==> config.mk <==
export PLATFORM = sky130hd
export DESIGN_NAME = uart_rx_oversampled
export DESIGN_NICKNAME = d
export VERILOG_FILES = /design/src/rtl/uart_pkg.sv /design/src/rtl/uart_baud_tick.sv /design/src/rtl/uart_rx_oversampled.sv
export SDC_FILE = /design/constraint.sdc
export NUM_CORES = 1
export LEC_CHECK = 0
export CAP_MARGIN = 0
export CORE_ASPECT_RATIO = 0.6
export CORE_MARGIN = 4
export CORE_UTILIZATION = 61
export CTS_CLUSTER_DIAMETER = 80
export DETAILED_ROUTE_END_ITERATION = 7
export GPL_ROUTABILITY_DRIVEN = 0
export PLACE_DENSITY = 0.92
export SETUP_SLACK_MARGIN = 0.2
export SLEW_MARGIN = 20
export SYNTH_ARGS = -nofsm -noshare
export SYNTH_HDL_FRONTEND = slang
export SYNTH_HIERARCHICAL = 1
export SYNTH_SLANG_ARGS = --single-unit
export TNS_END_PERCENT = 50
==> constraint.sdc <==
create_clock -name clock_in -period 5.2 [get_ports clock_in]
set_input_delay 1.04 -clock clock_in [delete_from_list [all_inputs] [get_ports clock_in]]
set_output_delay 1.04 -clock clock_in [all_outputs]
set_load 0.05 [all_outputs]
Cell classes on the final placement:
(3 px per um)
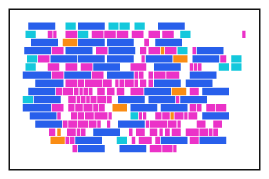
class	color	cells	share of their area
all other logic	magenta	122	40%
flip-flops	blue	45	50%
other buffers and delay cells	cyan	16	7.0%
clock drivers and dummy loads	orange	8	3.5%
share of cell area taken by flip-flops and latches: 48.7%
count of standard-cell rows: 16
core footprint: 3240 sq um
post-route cell area: 2320 sq um
final cell utilization of the core: 71.6%

Clock distribution:
(3 px per um)
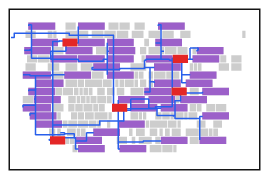
[clock wires] blue | length: 502 um
[cells driving clock nets] red | count: 5
[flip-flops] purple | count: 45
routed clock nets	6
Layout Skew: 7.36 ps
proportion of power drawn by the clock network: 35.8%
insertion delay to the later sink of the worst-skew pair: 290 ps
clk pwr: 0.202 mW

Register map, names as in the netlist:
(3 px per um) Other sequential cells in the stronger gray, the rest of the logic in the fainter gray.
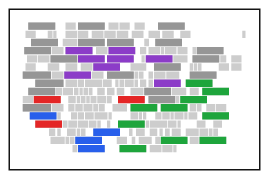
name in the netlist	color	placed flops
r_os_cnt	blue	4
r_state	red	3
u_tick/r_cnt	green	10
r_shift	purple	8
not colored	20
flip-flop and latch area: 1130 sq um
sequential power: 0.352 mW

Placement view:
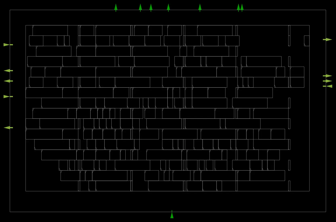
sequential cells: 45
Well-Tap Cells: 45
final non-filler cell total: 236
filler cell count in the final layout: 216

==> run summary <==
Implementation numbers.

- The footprint of the multi-input gates reads between 800 and 900 sq um.
- In the hold timing report, the worst path depth is 0.
- The signed area change from the synthesized netlist to the final layout reads 12.8%.
- The number of sinks driven by the clock tree reads between 40 and 50.
- For this run the top cell type by instance count after synthesis was dfrtp_1.
- For this run, the leading register cell type out of synthesis is dfrtp_1.
- The final global-route overflow total is 0.
- The cell accounting for the most synthesized area reads dfrtp_1.
- The number of hold-slack violations in the final timing report is 0.
- The flip-flop count of the largest register, all copies and words added is 10.
- The via density per instance reads ~5.7.
- The pre-antenna-repair detailed-routing pass consisted of 4 iterations.
- Per the summary, power density relative to cell area is between 200 and 250 nW/um^2.
- The commonest cells after synthesis are 42 x dfrtp_1, 18 x mux2_2, 11 x nand2_1.
- The worst hold margin reads 359 ps.
- The number of warnings issued by yosys is 6.
- Synthesis produced a netlist with a net count of 179.
- The highest clock rate this design can be run at is 327 MHz.
- The relative contribution of sequential cells to total power is 62.2%.
- The fraction of final layout cells with drive strength greater than 1 reads between 10% and 20%.
- The number of placed instances, taps included, is ~230.
- The maximum clock insertion buffer count is 2.
- Setup total negative slack on the finished layout was measured at 0 ps.
- The finished design was reported to have a net count of around 200.
- The number of unique standard cell types used by synthesis reads 50.
- The number of setup buffers added after CTS is 0.
- The area share of the largest cell type after synthesis is between 50% and 60%.
- The critical path class is flop to output port.
- The die height reads approximately 53 um.
- The flow ran to the end, and the final reports show no timing, DRC or antenna violations.
- The placed cell area reads about 2200 sq um.
- The synthesis stat section lists a flop and latch total of roughly 45.
- Once detailed placement completed, the half-perimeter wirelength came to about 2.6 mm.
- Per the OpenROAD power report, leakage power amounts to between 1 and 1.5 nW.
- The worst setup path is launched from a flop.
- Dividing the synthesized area by the synthesized cell count gives 12.0 sq um.
- The detailed router finished its first iteration with slightly below 80 violations.
- The count of cells resized by post-cts repair is 0.
- Setup repair after global routing left no endpoint under its margin.
- The register area share after synthesis is 54.9%.
- The clock-pin slew reported for the worst setup and hold paths after clock tree synthesis is 70 ps.
- The cell sitting at the root of the clock tree is a clkbuf_8.
- The report puts the cell count of the worst reg-to-reg path at 7.
- The number of logged tool warnings reads 27.
- The number of maximum-capacitance violations recorded for the run is 0.
- The critical path endpoint category reads an output port.
- Nets still carrying antenna violations after routing amount to 0.
kinds of logic after synthesis:
group                    Yosys count  synth area share, %
AND/OR/NAND/NOR                   50                 15.1
flip-flops                        45                 54.9
AND-OR/OR-AND                     32                 10.7
multiplexers                      19                 10.6
buffers and inverters             13                 3.16
XOR/XNOR                           7                 2.98
adder cells (fa/ha/maj)            4                 2.43
other                              1                0.182
critical path: stages, from the launching register on:
cell and delay (ps):
dfrtp_1 490, or3_1 500, clkdlybuf4s50_1 740
power groups by stage:
stage                     sequential (mW)  clock, mW  combinational (mW)
after detailed placement            0.358          0              0.0115
after CTS                           0.352      0.208              0.0115
after global routing                0.352      0.222              0.0126
after floorplan                     0.358          0             0.00747
final                               0.352      0.202              0.0110
after global placement              0.359          0              0.0112
layout make-up:
class | count | area share [%]
Clock buffer | 8 | 3.45
Tap cell | 45 | 2.43
Inverter | 9 | 1.46
Timing Repair Buffer | 16 | 6.79
Multi-Input combinational cell | 113 | 37.2
Sequential cell | 45 | 48.7
layout by cell type (no fill, tap or decap), types with 2 or more instances in the layout:
cell type	count
dfrtp_1	42
mux2_2	18
clkdlybuf4s50_1	15
nand2_1	11
nor2_1	10
inv_1	9
o21ai_0	8
nand3_1	6
xnor2_1	6
clkbuf_8	5
ha_1	4
a31oi_1	3
o211ai_1	3
clkbuf_1	3
dfstp_2	3
nand2b_1	2
nor3_1	2
nor3_4	2
nand4_1	2
or4b_1	2
o21ai_1	2
nor2b_1	2
o2111ai_1	2
o22ai_1	2
per-layer routing:
metal	vias up	global-route usage [%]	routed length [um]
li1	656	-	-
met1	638	23.1	1690
met2	45	29.4	1600
met3	5	4.98	213
met4	0	10.3	57
met5	-	0	0
Power is estimated from default activity; no workload was simulated.
